==> images/clock_nets.png <==
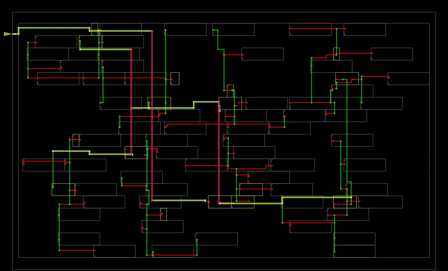
==> images/pinout.png <==
Pins as bars across the die edge, other pins in grey.
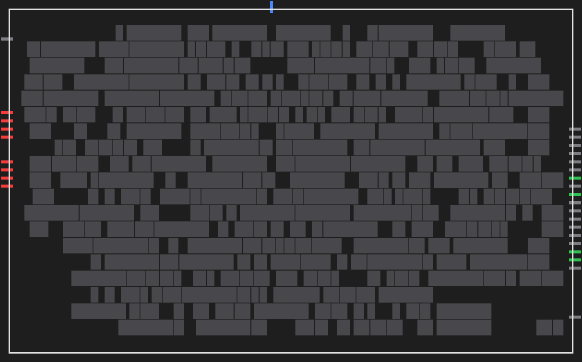
==> images/sizing.png <==
Scale bar: 20 microns.
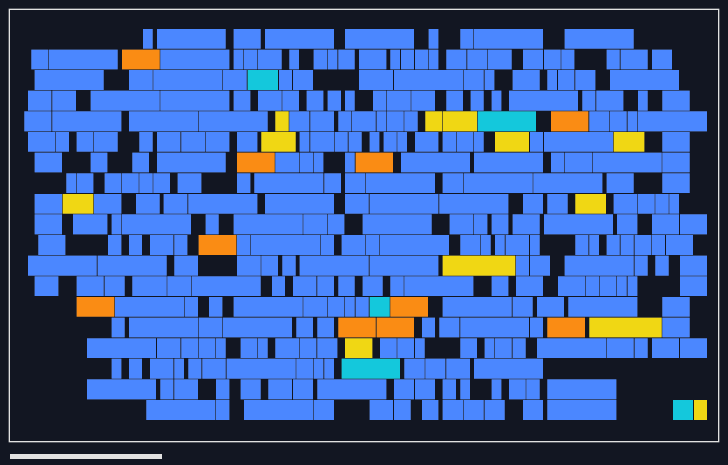
==> config.mk <==
export PLATFORM = sky130hd
export DESIGN_NAME = player_packet_decoder
export DESIGN_NICKNAME = d
export VERILOG_FILES = /design/src/rtl/player_link_pkg.sv /design/src/rtl/cooldown_timer.sv /design/src/rtl/player_packet_decoder.sv
export SDC_FILE = /design/constraint.sdc
export NUM_CORES = 1
export LEC_CHECK = 0
export CAP_MARGIN = 20
export CORE_ASPECT_RATIO = 0.6
export CORE_MARGIN = 1
export CORE_UTILIZATION = 64
export CTS_BUF_LIST = sky130_fd_sc_hd__clkbuf_8
export CTS_CLUSTER_SIZE = 40
export DETAILED_ROUTE_END_ITERATION = 12
export PLACE_DENSITY = 0.91
export SETUP_SLACK_MARGIN = 0.15
export SLEW_MARGIN = 10
export SYNTH_ARGS = -nofsm -noshare
export SYNTH_HDL_FRONTEND = slang
export SYNTH_SLANG_ARGS = --single-unit
==> constraint.sdc <==
create_clock -name clk -period 4.5 [get_ports clk]
set_input_delay 0.45 -clock clk [delete_from_list [all_inputs] [get_ports clk]]
set_output_delay 0.45 -clock clk [all_outputs]
set_load 0.01 [all_outputs]
==> src/rtl/player_link_pkg.sv <==
// Shared field layout, lane codes and link-state encoding for the player control byte.
package player_link_pkg;

  // Bit positions inside the received control byte
  localparam int unsigned RST_BIT  = 7;
  localparam int unsigned RSVD_BIT = 6;
  localparam int unsigned FIRE_BIT = 5;
  localparam int unsigned PROJ_BIT = 4;
  localparam int unsigned LANE_MSB = 3;
  localparam int unsigned LANE_LSB = 0;

  // Lane codes; code 0 means "return to centre"
  localparam logic [3:0] LANE_RESET = 4'd0;
  localparam logic [3:0] LANE1      = 4'd1;
  localparam logic [3:0] LANE2      = 4'd2;
  localparam logic [3:0] LANE3      = 4'd3;
  localparam logic [3:0] LANE4      = 4'd4;
  localparam logic [3:0] LANE5      = 4'd5;
  localparam logic [3:0] LANE6      = 4'd6;
  localparam logic [3:0] LANE7      = 4'd7;
  localparam logic [3:0] LANE8      = 4'd8;
  localparam logic [3:0] LANE9      = 4'd9;

  typedef enum logic {
    LINK_DOWN = 1'b0,
    LINK_UP   = 1'b1
  } link_state_e;

  function automatic logic [3:0] lane_code(input logic [7:0] b);
    return b[LANE_MSB:LANE_LSB];
  endfunction

endpackage

==> src/rtl/cooldown_timer.sv <==
// Loadable down-counter that stops at zero and flags when it is idle.
module cooldown_timer #(
  parameter int unsigned W = 20
) (
  input  logic         clk,
  input  logic         rst_n,
  input  logic         i_load,
  input  logic [W-1:0] i_load_val,
  output logic         o_zero
);

  logic [W-1:0] r_count;

  // Load takes priority; otherwise count down until zero
  always_ff @(posedge clk or negedge rst_n) begin
    if (!rst_n) begin
      r_count <= '0;
    end else if (i_load) begin
      r_count <= i_load_val;
    end else if (r_count != '0) begin
      r_count <= r_count - 1'b1;
    end
  end

  assign o_zero = (r_count == '0);

endmodule

==> src/rtl/player_packet_decoder.sv <==
// Validates player control bytes from the UART receiver and turns them into
// registered game controls, with fire cooldown and link-timeout tracking.
module player_packet_decoder
  import player_link_pkg::*;
#(
  parameter int unsigned NUM_LANES       = 9,
  parameter int unsigned CENTER_LANE     = 5,
  parameter int unsigned COOLDOWN_CYCLES = 1_000_000,
  parameter int unsigned TIMEOUT_CYCLES  = 10_000_000,
  parameter int unsigned ERR_CNT_W       = 8
) (
  input  logic                 clk,
  input  logic                 rst,
  input  logic [7:0]           rx_data,
  input  logic                 rx_valid,
  input  logic                 rx_frame_err,
  output logic [3:0]           lane,
  output logic                 proj_type,
  output logic                 fire_pulse,
  output logic                 game_reset_req,
  output logic                 pkt_err,
  output logic [ERR_CNT_W-1:0] err_count,
  output logic                 link_up
);

  localparam int unsigned CD_W = (COOLDOWN_CYCLES > 1) ? $clog2(COOLDOWN_CYCLES) : 1;
  localparam int unsigned TO_W = (TIMEOUT_CYCLES > 1) ? $clog2(TIMEOUT_CYCLES) : 1;
  localparam logic [CD_W-1:0] CD_RELOAD   = CD_W'(COOLDOWN_CYCLES - 1);
  localparam logic [TO_W-1:0] TO_LAST     = TO_W'(TIMEOUT_CYCLES - 1);
  localparam logic [3:0]      MAX_CODE    = 4'(NUM_LANES);
  localparam logic [3:0]      CENTER_CODE = 4'(CENTER_LANE);

  link_state_e          r_state;
  link_state_e          w_next_state;
  logic [TO_W-1:0]      r_to_cnt;
  logic [3:0]           r_lane;
  logic                 r_proj_type;
  logic                 r_fire_pulse;
  logic                 r_game_reset_req;
  logic                 r_pkt_err;
  logic [ERR_CNT_W-1:0] r_err_count;
  logic                 r_prev_fire;
  logic                 r_prev_rst;
  logic                 w_link_up;

  logic [3:0] w_code;
  logic       w_accept;
  logic       w_reject;
  logic       w_is_rst;
  logic       w_fire_cand;
  logic       w_cd_zero;
  logic       w_fire;
  logic       w_timeout;

  assign w_code      = lane_code(rx_data);
  assign w_accept    = rx_valid & ~rx_frame_err & ~rx_data[RSVD_BIT] & (w_code <= MAX_CODE);
  assign w_reject    = rx_valid & ~w_accept;
  assign w_is_rst    = rx_data[RST_BIT];
  assign w_fire_cand = w_accept & rx_data[FIRE_BIT] & ~r_prev_fire & ~w_is_rst;
  assign w_fire      = w_fire_cand & w_cd_zero;
  // A valid byte on the final idle cycle keeps the link alive
  assign w_timeout   = (r_state == LINK_UP) & ~w_accept & (r_to_cnt == TO_LAST);

  cooldown_timer #(
    .W (CD_W)
  ) u_fire_cooldown (
    .clk        (clk),
    .rst_n      (rst),
    .i_load     (w_fire),
    .i_load_val (CD_RELOAD),
    .o_zero     (w_cd_zero)
  );

  // Link state register
  always_ff @(posedge clk or negedge rst) begin
    if (!rst) begin
      r_state <= LINK_DOWN;
    end else begin
      r_state <= w_next_state;
    end
  end

  // Link next-state: up on any valid byte, down on timeout
  always_comb begin
    w_next_state = r_state;
    case (r_state)
      LINK_DOWN: if (w_accept)  w_next_state = LINK_UP;
      LINK_UP:   if (w_timeout) w_next_state = LINK_DOWN;
      default:   w_next_state = LINK_DOWN;
    endcase
  end

  // Link output decode
  always_comb begin
    w_link_up = (r_state == LINK_UP);
  end

  // Idle-cycle counter: cleared by valid bytes, runs only while the link is up
  always_ff @(posedge clk or negedge rst) begin
    if (!rst) begin
      r_to_cnt <= '0;
    end else if (w_accept || w_timeout || (r_state != LINK_UP)) begin
      r_to_cnt <= '0;
    end else begin
      r_to_cnt <= r_to_cnt + 1'b1;
    end
  end

  // Byte decode: pulses, lane/projectile, edge history and error count
  always_ff @(posedge clk or negedge rst) begin
    if (!rst) begin
      r_lane           <= CENTER_CODE;
      r_proj_type      <= 1'b0;
      r_fire_pulse     <= 1'b0;
      r_game_reset_req <= 1'b0;
      r_pkt_err        <= 1'b0;
      r_err_count      <= '0;
      r_prev_fire      <= 1'b0;
      r_prev_rst       <= 1'b0;
    end else begin
      r_fire_pulse     <= w_fire;
      r_game_reset_req <= w_accept & w_is_rst & ~r_prev_rst;
      r_pkt_err        <= w_reject;
      if (w_reject && (r_err_count != '1)) begin
        r_err_count <= r_err_count + 1'b1;
      end
      if (w_accept) begin
        r_lane      <= (w_is_rst || (w_code == LANE_RESET)) ? CENTER_CODE : w_code;
        r_proj_type <= rx_data[PROJ_BIT];
        r_prev_fire <= rx_data[FIRE_BIT];
        r_prev_rst  <= w_is_rst;
      end else if (w_timeout) begin
        // Forget edge history so the first fire after reconnect is an edge
        r_prev_fire <= 1'b0;
        r_prev_rst  <= 1'b0;
      end
    end
  end

  assign lane           = r_lane;
  assign proj_type      = r_proj_type;
  assign fire_pulse     = r_fire_pulse;
  assign game_reset_req = r_game_reset_req;
  assign pkt_err        = r_pkt_err;
  assign err_count      = r_err_count;
  assign link_up        = w_link_up;

endmodule

==> GITHUB_STEP_SUMMARY <==
## PnR job results

| Metric | Value |
|---|---|
| Status | `finished, final reports clean` |
| TritonCTS clock tree | `yes` |
| Yosys cell count | `slightly above 300` |
| CTS H-tree lvls | `3` |
| Dpl hpwl | `4.89 mm` |
| Met3 Routed Length | `603 microns` |
| Final Cycle Share | `a little under three fifths` |
| Critical path peak fanout | `14` |
| Final wirelength | `7.15 mm` |
| DR iter-0 viols | `252` |
| First-pass GRT wire length | `11.9 mm` |
| Slew HR | `between 40% and 50%` |
| Post-synth EDFFs | `0` |
| Dpl cell area | `between 3000 and 4000 sq um` |
| NumNets Final | `353` |
| Clock buffer depth | `2` |
| Met2 wire len | `3.14 mm` |
| Endpoint class of the critical path | `flip-flop` |
| Post-synthesis cell count | `310` |
| WP data arrival | `2.70 ns` |
| Final TNS setup | `0 ns` |
| Total chip power | `1.57 mW` |
| Final setup fails | `0` |
| Area leader, netlist | `dfrtp_1` |
| Crit Path Class | `flip-flop to flip-flop` |
| Crit path DRT | `4.69 ns` |
| Top cells by area | `dfrtp_1, xor2_1, xnor2_1` |
| Root Driver | `clkbuf_8` |
| Leakage power | `~1.5 nW` |
| PD cells | `428 nW/um^2` |
| Count of final hold-check violations | `0` |
| Die area | `5310 sq um` |
| Post-route minimum period | `between 2 and 3 ns` |
| Net Count, Synth | `around 330` |
| DRC | `0` |
| Post-synth ARST share | `100%` |
| Largest net degree at the start of global routing | `approximately 64` |
| CORE AREA | `4680 sq um` |
| Tool Warnings | `26` |
| Routed vias/inst | `around 6.3` |
| Diode count | `0` |
| Placer Congestion | `0.859` |
| Antenna viol nets, final | `0` |
| Startpoint types | `flip-flop` |
| Total CTS buffers | `9` |
| Final Util | `78.4%` |
| Register area | `1580 sq um` |
| Num ports | `29` |
| Vias in the first global route | `2402` |
| Max-slew violations | `0` |
| Sequential share of the synthesized area | `49.2%` |
| MaxCap Viol Count | `0` |
| Layout cells sized above 1 | `7.87%` |
| Hold Crit Class | `input pin to asynchronous set/reset pin` |
| Clk slew on worst S/H paths | `0.07 ns` |
| Initial antenna violation count | `0` |
| Yosys top cell area share | `between 40% and 50%` |
| Avg WL per Cell | `17.6 microns` |
| Dpl cells | `390` |
| Finished Layout Cells | `roughly 400` |
| Die H | `56.8 microns` |
| Max VDD drop | `423 uV` |
| GRT overflow | `0` |
| Hold_buf cts | `0` |
| Drt first pass iters | `5` |
| Mapped Area | `about 3200 sq um` |
| Via count | `2571` |
| Fmax | `399 MHz` |
| Design Area, Final | `3670 sq um` |
| Top cells by count, synth | `dfrtp_1, nor3_1, nand2_1` |
| Ys flop type | `dfrtp_1` |
| Chip width | `93.4 microns` |
| FF+latch count, synth | `63` |
| Met1 Wirelength | `3.30 mm` |
| Measured slew at the worst slew-check pin | `0.824 ns` |
| Syn_area_per_cell | `10.3 sq um` |
| Core Util at FP | `68.5%` |
| Area Growth Syn to Fin | `14.5%` |
| GRT Total Usage | `between 30% and 40%` |
| Yosys top cell by instances | `dfrtp_1` |
| Unrepaired setup endpoints after global routing | `no` |
| Late-Pin Clk Latency | `0.34 ns` |
| Fillers | `~290` |
| Synth Warn # | `0` |
| YS chip area | `3210 sq um` |
| Row cnt | `19` |
| Input/output buffers | `28` |
| DR top layer | `met4` |
| Setup bufs post-CTS | `0` |
| Cts repair resizes | `0` |
| Post-synth cell types | `48` |
| MI comb area | `1550 sq um` |
## Picture notes: clock_nets.png
Layout Skew: 0.0114 ns
CTS sink cnt: 63
Seq cells: 63
clock buf count: 10

## Picture notes: pinout.png
port	colour	pins	direction	edge
lane	green	4	output	right
pkt_err	blue	1	output	top
err_count	red	8	output	left
all pins by edge	19 right, 9 left, 1 top

## Picture notes: sizing.png
size	colour	cells	share
x3 and x4	cyan	5	1.5%
x1 and smaller	blue	316	92%
x6 and larger	orange	10	2.9%
x2	yellow	12	3.5%

layout by cell type (no fill, tap or decap), drive strengths merged, types with 9 or more instances in the layout:
cell and count:
a211oi 11, and4 10, clkbuf 10, clkdlybuf4s50 27
dfrtp 61, inv 9, nand2 21, nand3 15
nand4 13, nor2 11, nor3 22, nor4 10
o21ai 17, or4 9, xnor2 13, xor2 15
state kept, by name, indices dropped and copies added, names as in the netlist:
name and cells:
u_fire_cooldown.r_count 20, r_prev_rst 1, r_to_cnt 24, pkt_err 1
link_up 1, fire_pulse 1, proj_type 1, game_reset_req 1
r_prev_fire 1, err_count 8, lane 4
cell families after synthesis:
| family | count (synthesis) | synth area share [%] |
|---|---|---|
| AOI/OAI and AO/OA | 50 | 10.0 |
| xor gates and xnor gates | 28 | 7.64 |
| adders and majority gates | 3 | 1.17 |
| buffers and inverters | 17 | 2.50 |
| DFF | 63 | 49.2 |
| muxes | 7 | 2.30 |
| and+or+nand+nor | 142 | 27.1 |
worst max-delay path: stages (launching register included):
cell and delay [ns]:
dfrtp_1 0.40, ha_1 0.22, and4_1 0.37, nand3_1 0.20, nor4_4 0.74, buf_4 0.33, a31oi_1 0.11
report_power, final:
part	internal [mW]	total [mW]	switching, mW	leakage, nW
logic	0.194	0.379	0.185	0.633
clock network	0.204	0.398	0.194	0.102
registers	0.672	0.794	0.122	0.812
total	1.07	1.57	0.500	1.55
per-layer routing:
layer	GRT usage [%]	vias up
met5	0	-
met4	10.3	0
met3	9.62	10
met2	44.3	127
met1	43.6	1215
li1	-	1219
through the flow:
stage                     setup WS, ns  hold WS (ns)
after floorplan                   2.60         0.154
after global placement            1.88         0.426
after detailed placement          1.72         0.437
after CTS                         2.00         0.295
after global routing              1.80         0.320
final                             1.99         0.275
area by class of cell:
type / instances / share of cell area [%]
clock buffer: 10 / 3.75
sequential: 63 / 43.0
inverter: 4 / 0.409
tap: 63 / 2.15
timing repair buffer: 30 / 7.90
clock inverter: 6 / 0.647
multi-input combinational: 230 / 42.2
final timing paths:
check	startpoint	endpoint	slack (ns)	cells past startpoint
max in group asynchronous	rst	u_fire_cooldown.r_count[5]	3.73	2
setup / recovery	r_to_cnt[0]	r_prev_rst	1.99	6
hold / removal	rst	u_fire_cooldown.r_count[17]	0.27	2
hold reg to reg	r_prev_rst	game_reset_req	0.45	1
setup reg to reg	r_to_cnt[0]	r_prev_rst	1.99	6
min in group clk	r_prev_rst	game_reset_req	0.45	1
Power figures rest on the tool's default switching activity, not on a simulated workload.
